$ cat src/rtl/register_scoreboard.sv
// RAW-hazard scoreboard beside decode: tracks in-flight register writes and tells decode to stall.
// Define SCOREBOARD_FWD_EN for forwarding mode (load-use stall, fwd_stage driven); else interlock.
module register_scoreboard #(
  parameter int unsigned REG_W        = 5,
  parameter int unsigned DEPTH        = 3,
  parameter int unsigned NUM_SRC      = 2,
  parameter int unsigned FLUSH_STAGES = 2,
  parameter int unsigned CNT_W        = 16,
  localparam int unsigned FW          = $clog2(DEPTH + 1)
) (
  input  logic                     CLK,
  input  logic                     nRST,
  input  logic                     advance,
  input  logic                     flush,
  input  logic                     issue_valid,
  input  logic                     issue_wen,
  input  logic [REG_W-1:0]         issue_wsel,
  input  logic                     issue_load,
  input  logic [NUM_SRC*REG_W-1:0] src_sel,
  input  logic [NUM_SRC-1:0]       src_used,
  output logic                     stall,
  output logic [NUM_SRC*FW-1:0]    fwd_stage,
  output logic [FW-1:0]            pending_cnt,
  output logic [CNT_W-1:0]         stall_cnt
);

  logic [DEPTH-1:0] r_valid;
  logic [REG_W-1:0] r_wsel [DEPTH];
  logic [CNT_W-1:0] r_stall_cnt;

  logic [DEPTH-1:0] w_valid_d;
  logic [REG_W-1:0] w_wsel_d [DEPTH];
  logic [DEPTH-1:0] w_match [NUM_SRC];
  logic             w_issue_ok;
  logic [FW-1:0]    w_pending;

  // Per-operand, per-entry match; a zero source never matches.
  always_comb begin
    for (int unsigned i = 0; i < NUM_SRC; i++) begin
      w_match[i] = '0;
      for (int unsigned k = 0; k < DEPTH; k++) begin
        if (src_used[i] && r_valid[k] && (src_sel[i*REG_W +: REG_W] != '0) &&
            (r_wsel[k] == src_sel[i*REG_W +: REG_W])) begin
          w_match[i][k] = 1'b1;
        end
      end
    end
  end

`ifdef SCOREBOARD_FWD_EN
  logic [DEPTH-1:0] r_load;
  logic [DEPTH-1:0] w_load_d;
  logic [NUM_SRC-1:0] w_hit;
  logic [FW-1:0]    w_idx [NUM_SRC];

  // Scan oldest to youngest so the lowest matching entry wins.
  always_comb begin
    w_hit = '0;
    for (int unsigned i = 0; i < NUM_SRC; i++) begin
      w_idx[i] = '0;
      for (int k = int'(DEPTH) - 1; k >= 0; k--) begin
        if (w_match[i][k]) begin
          w_hit[i] = 1'b1;
          w_idx[i] = FW'(k);
        end
      end
    end
  end

  always_comb begin
    stall     = 1'b0;
    fwd_stage = '0;
    for (int unsigned i = 0; i < NUM_SRC; i++) begin
      if (w_hit[i]) begin
        fwd_stage[i*FW +: FW] = w_idx[i] + FW'(1);
        if ((w_idx[i] == '0) && r_load[0]) begin
          stall = 1'b1;
        end
      end
    end
  end
`else
  logic w_unused_load;
  assign w_unused_load = issue_load;

  always_comb begin
    stall = 1'b0;
    for (int unsigned i = 0; i < NUM_SRC; i++) begin
      stall = stall | (|w_match[i]);
    end
  end

  assign fwd_stage = '0;
`endif

  // Only real register writes occupy an entry; a stalled or flushed issue becomes a bubble.
  assign w_issue_ok = issue_valid && issue_wen && (issue_wsel != '0) && !stall && !flush;

  always_comb begin
    w_valid_d = r_valid;
    for (int unsigned k = 0; k < DEPTH; k++) begin
      w_wsel_d[k] = r_wsel[k];
    end
`ifdef SCOREBOARD_FWD_EN
    w_load_d = r_load;
`endif
    if (advance) begin
      for (int unsigned k = 1; k < DEPTH; k++) begin
        w_valid_d[k] = r_valid[k-1];
        w_wsel_d[k]  = r_wsel[k-1];
      end
      w_valid_d[0] = w_issue_ok;
      w_wsel_d[0]  = issue_wsel;
`ifdef SCOREBOARD_FWD_EN
      for (int unsigned k = 1; k < DEPTH; k++) begin
        w_load_d[k] = r_load[k-1];
      end
      w_load_d[0] = issue_load;
`endif
    end
    // Clearing is applied after the shift.
    if (flush) begin
      for (int unsigned k = 0; k < DEPTH; k++) begin
        if (k < FLUSH_STAGES) begin
          w_valid_d[k] = 1'b0;
        end
      end
    end
  end

  always_ff @(posedge CLK or negedge nRST) begin
    if (!nRST) begin
      r_valid <= '0;
      for (int unsigned k = 0; k < DEPTH; k++) begin
        r_wsel[k] <= '0;
      end
`ifdef SCOREBOARD_FWD_EN
      r_load <= '0;
`endif
    end else begin
      r_valid <= w_valid_d;
      for (int unsigned k = 0; k < DEPTH; k++) begin
        r_wsel[k] <= w_wsel_d[k];
      end
`ifdef SCOREBOARD_FWD_EN
      r_load <= w_load_d;
`endif
    end
  end

  always_ff @(posedge CLK or negedge nRST) begin
    if (!nRST) begin
      r_stall_cnt <= '0;
    end else if (stall && advance && (r_stall_cnt != '1)) begin
      r_stall_cnt <= r_stall_cnt + {{(CNT_W-1){1'b0}}, 1'b1};
    end
  end

  always_comb begin
    w_pending = '0;
    for (int unsigned k = 0; k < DEPTH; k++) begin
      w_pending = w_pending + FW'(r_valid[k]);
    end
  end

  assign pending_cnt = w_pending;
  assign stall_cnt   = r_stall_cnt;

endmodule

$ cat config.mk
export PLATFORM = sky130hd
export DESIGN_NAME = register_scoreboard
export DESIGN_NICKNAME = d
export VERILOG_FILES = /design/src/rtl/register_scoreboard.sv
export SDC_FILE = /design/constraint.sdc
export NUM_CORES = 1
export LEC_CHECK = 0
export CAP_MARGIN = 20
export CORE_ASPECT_RATIO = 0.75
export CORE_UTILIZATION = 40
export DETAILED_ROUTE_END_ITERATION = 8
export GPL_TIMING_DRIVEN = 0
export PLACE_DENSITY_LB_ADDON = 0.12
export SETUP_SLACK_MARGIN = 0.3
export SLEW_MARGIN = 10
export SYNTH_ARGS = -nofsm -noshare
export SYNTH_HDL_FRONTEND = slang
export SYNTH_SLANG_ARGS = --single-unit
$ cat constraint.sdc
create_clock -name CLK -period 3.6 [get_ports CLK]
set_input_delay 0.36 -clock CLK [delete_from_list [all_inputs] [get_ports CLK]]
set_output_delay 0.36 -clock CLK [all_outputs]
set_load 0.01 [all_outputs]
==> run_summary.xml <==
<?xml version="1.0" encoding="UTF-8"?>
<metrics>
  <group name="run_status">
    <metric name="run_status" unit="">complete, no violations</metric>
  </group>
  <group name="place">
    <metric name="post_dp_cell_area" unit="sq mm">0.00236</metric>
    <metric name="place_inst" unit="">267</metric>
    <metric name="port_buffers" unit="">41</metric>
    <metric name="place.detailed.hpwl" unit="microns">3190</metric>
    <metric name="routabilityCongestion" unit="">0.856</metric>
  </group>
  <group name="run">
    <metric name="log_warnings" unit="">27</metric>
    <metric name="drv_cap" unit="">0</metric>
  </group>
  <group name="layout">
    <metric name="utilization" unit="">0.548</metric>
    <metric name="antenna_cells_inserted" unit="">0</metric>
    <metric name="final_cell_mix" unit="">clkdlybuf4s50_1 (40), dfrtp_1 (34), xor2_1 (30)</metric>
    <metric name="final.fill_count" unit="">402</metric>
    <metric name="area_delta_synth_final" unit="%">31.0</metric>
    <metric name="fin_cells" unit="">275</metric>
    <metric name="finalInstanceArea" unit="sq mm">0.00245</metric>
    <metric name="layout-drive-gt1-share" unit="">0.151</metric>
    <metric name="layout.cells.most_common" unit="">clkdlybuf4s50_1</metric>
    <metric name="nNetsFinal" unit="">243</metric>
  </group>
  <group name="yosys">
    <metric name="synth-seq-cells" unit="">34</metric>
    <metric name="netlist_area" unit="sq mm">0.00187</metric>
    <metric name="ys_top_cells_by_area" unit="">dfrtp_1 (45%), xor2_1 (14%), mux2_2 (9.6%), xnor2_1 (7.0%), nand3_1 (3.2%)</metric>
    <metric name="yosys.stat.seqShare" unit="">0.455</metric>
    <metric name="gate_count_of_the_mapped_netlist" unit="">166</metric>
    <metric name="syn_area_per_cell" unit="sq um">11.3</metric>
    <metric name="synth_warnings" unit="">0</metric>
    <metric name="distinct_lib_cells" unit="">34</metric>
    <metric name="synth_largest_type_area_fraction" unit="">0.455</metric>
    <metric name="ys_cells" unit="">166</metric>
    <metric name="yosys_chip_area" unit="sq mm">0.00187</metric>
    <metric name="dominantRegCellSynth" unit="">dfrtp_1</metric>
    <metric name="enable_flop_cells" unit="">0</metric>
    <metric name="synth_top_cell_by_area" unit="">dfrtp_1</metric>
    <metric name="async_reset_ff_frac" unit="">1.00</metric>
  </group>
  <group name="clock_tree">
    <metric name="clk_transition_reported_paths" unit="ps">70</metric>
    <metric name="cts_buffers" unit="">5</metric>
    <metric name="number_of_buffers_between_clock_root_and_the_deepest_sink" unit="">2</metric>
    <metric name="tritoncts" unit="">done</metric>
    <metric name="ctsResizeCount" unit="">0</metric>
    <metric name="cts_num_sinks" unit="">34</metric>
    <metric name="clock_insertion_delay_worst_skew" unit="ps">280</metric>
    <metric name="cts-root-buf" unit="">clkbuf_8</metric>
    <metric name="ctsHtreeMaxLevel" unit="">2</metric>
    <metric name="ctsHoldBuffers" unit="">0</metric>
    <metric name="setup_buffers_after_cts" unit="">0</metric>
  </group>
  <group name="power">
    <metric name="p_clk_frac" unit="">0.320</metric>
    <metric name="combinational_fraction_of_design_power" unit="">0.172</metric>
    <metric name="intPower" unit="W">0.000653</metric>
    <metric name="ir_worst_vdd" unit="uV">202</metric>
    <metric name="pwr-share-seq" unit="">0.508</metric>
    <metric name="switching_share" unit="">0.264</metric>
    <metric name="leakagePower" unit="nW">1.04</metric>
    <metric name="power_density" unit="mW/mm^2">363</metric>
    <metric name="power_switching" unit="W">0.000235</metric>
  </group>
  <group name="timing">
    <metric name="slew_headroom" unit="">0.494</metric>
    <metric name="hold_slack" unit="ps">149</metric>
    <metric name="worst-slew-pin-transition" unit="ps">759</metric>
    <metric name="skew" unit="ps">9.01</metric>
    <metric name="final.period_utilization" unit="">0.836</metric>
    <metric name="maximum_clock_frequency" unit="GHz">0.332</metric>
    <metric name="timing_max_transition_violations_final" unit="">0</metric>
    <metric name="finalHoldViolCount" unit="">0</metric>
    <metric name="rsz0062_at_grt" unit="">no</metric>
    <metric name="setup_tns_final" unit="ps">0</metric>
    <metric name="period_minus_slack" unit="ps">3010</metric>
    <metric name="final_setup_viols" unit="">0</metric>
  </group>
  <group name="route">
    <metric name="routed_wl" unit="microns">4050</metric>
    <metric name="starting_drt_drc_count" unit="">52</metric>
    <metric name="post_detailed_route_wirelength_per_cell" unit="microns">14.7</metric>
    <metric name="drtPass1Iterations" unit="">4</metric>
    <metric name="antenna_viol_nets_final" unit="">0</metric>
    <metric name="dr_total_vias" unit="">1369</metric>
    <metric name="post-route-drc-count" unit="">0</metric>
    <metric name="via_per_inst" unit="">4.98</metric>
  </group>
  <group name="floorplan">
    <metric name="core_util_floorplan" unit="">0.419</metric>
    <metric name="die.size.y" unit="microns">61.2</metric>
    <metric name="ios" unit="">47</metric>
    <metric name="core_region_area" unit="sq mm">0.00447</metric>
    <metric name="chipWidth" unit="microns">81.0</metric>
    <metric name="floorplan.die_area" unit="sq mm">0.00496</metric>
    <metric name="placementRows" unit="">21</metric>
  </group>
  <group name="worst_setup_path">
    <metric name="worst_setup_path_startpoint" unit="">src_sel[7]</metric>
    <metric name="timing.critical_path.cells" unit="">clkdlybuf4s50_1, xor2_1, nor4_1, nand3_1, a31o_1, and2_4, buf_6, inv_1, clkdlybuf4s50_1</metric>
    <metric name="timing.critical_path.from_type" unit="">input pin</metric>
    <metric name="worst_setup_path_endpoint" unit="">stall</metric>
    <metric name="critPathRequiredTime" unit="ps">3240</metric>
    <metric name="arrival" unit="ps">2650</metric>
    <metric name="worst_r2r_path_depth" unit="">8</metric>
    <metric name="worst_r2r_startpoint" unit="">r_wsel[2]</metric>
    <metric name="timing_worst_setup_path_type" unit="">input pin to output pin</metric>
    <metric name="cp_slowest_cell" unit="">clkdlybuf4s50_1</metric>
    <metric name="timing.reg2reg.setup_slack" unit="ps">1390</metric>
    <metric name="worstPathMaxFanout" unit="">6</metric>
    <metric name="worstReg2RegEnd" unit="">stall_cnt[10]</metric>
    <metric name="cpMostUsedCell" unit="">clkdlybuf4s50_1</metric>
    <metric name="crit_path_end_kind" unit="">output pin</metric>
    <metric name="cp_slowest_stage_delay" unit="ps">520</metric>
  </group>
  <group name="grt">
    <metric name="globalRouteOverflowTotal" unit="">0</metric>
    <metric name="first_global_vias" unit="">1362</metric>
    <metric name="grt_max_degree" unit="">35</metric>
    <metric name="grt_util_all_layers" unit="">0.182</metric>
    <metric name="grt_antenna_before_repair" unit="">0</metric>
    <metric name="grt_first_pass_wirelength" unit="microns">6560</metric>
  </group>
  <group name="worst_hold_path">
    <metric name="path_type_of_the_worst_min_delay_path" unit="">input pin to asynchronous set/reset pin</metric>
  </group>
</metrics>
-- per-layer routing --
| layer | GRT usage | wire [microns] | up-vias |
|---|---|---|---|
| met5 | 0 | 0 | - |
| met4 | 0.0383 | 18 | 0 |
| met3 | 0.0504 | 309 | 2 |
| met2 | 0.277 | 1750 | 41 |
| met1 | 0.259 | 1970 | 657 |
| li1 | - | - | 669 |
-- synthesized netlist by cell type, types with 2 or more instances --
cell,number
dfrtp_1,34
xor2_1,30
mux2_2,16
xnor2_1,15
nand3_1,12
nand2_1,7
nand4_1,6
nor2_1,6
buf_4,5
nor4_1,5
a31o_1,2
and3_1,2
buf_1,2
nor3_1,2
o21ai_0,2
or4_1,2
-- power by group through the flow --
stage               Sequential, W  Clock, W  Combinational, W
floorplan                0.000448         0         0.0000903
global placement         0.000456         0          0.000154
detailed placement       0.000459         0          0.000155
CTS                      0.000452  0.000294          0.000155
global route             0.000456  0.000314          0.000170
finish                   0.000451  0.000284          0.000153
-- cell families after synthesis --
group | count (synthesis) | synth area share
adders and majority gates | 2 | 0.0174
muxes | 18 | 0.108
buffers and inverters | 9 | 0.0321
and+or+nand+nor | 48 | 0.141
DFF | 34 | 0.455
AOI/OAI and AO/OA | 9 | 0.0341
other | 1 | 0.00200
xor gates and xnor gates | 45 | 0.211
-- critical path: cells and delay by family --
family / cells / cell delay (ps)
AOI/OAI and AO/OA: 1 / 260
buffers and inverters: 4 / 1180
and+or+nand+nor: 3 / 660
xor gates and xnor gates: 1 / 190
-- metrics by stage --
step | worst slack, ps | power [W]
final | 590 | 0.000888
after global routing | 442 | 0.000940
after CTS | 618 | 0.000901
after detailed placement | 620 | 0.000613
after global placement | 595 | 0.000610
after floorplan | 1750 | 0.000538
-- worst min path at each step --
stage | start | to | slack, ps | cells after the start
after floorplan | nRST | r_valid[0] | 60 | 0
after global placement | stall_cnt[8] | stall_cnt[8] | 470 | 1
after detailed placement | nRST | r_wsel[9] | 470 | 1
after CTS | nRST | stall_cnt[12] | 170 | 1
after global routing | nRST | stall_cnt[12] | 200 | 1
final | nRST | stall_cnt[12] | 150 | 1
-- cell type report --
type	instances	area [sq um]	area share
buffer	8	56.3	0.0230
clock buffer	7	86.3	0.0352
clock inverter	1	5.00	0.00204
inverter	1	3.75	0.00153
multi-input combinational	126	971	0.396
sequential	34	851	0.347
tap	57	71.3	0.0291
timing repair buffer	41	405	0.165
-- registers in the layout (all words and copies together), names as in the netlist --
| register | cells |
|---|---|
| r_wsel | 15 |
| stall_cnt | 16 |
| r_valid | 3 |
Fig. 1: sequential cells grouped by signal name
Drawn at 3 px/micron. Other cells in gray.
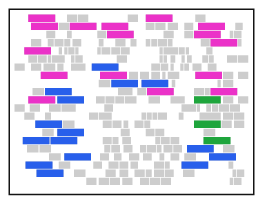
- magenta: stall_cnt (sequential cells 16)
- green: r_valid (sequential cells 3)
- blue: r_wsel (sequential cells 15)

Fig. 2: metal 3
Drawn at 3 px/micron.
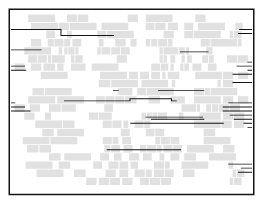
- share of all routed wire: 7.6%
- longest straight run: 30.8 microns
- nets with wire on the layer: 31

Power and IR drop assume default switching activity.
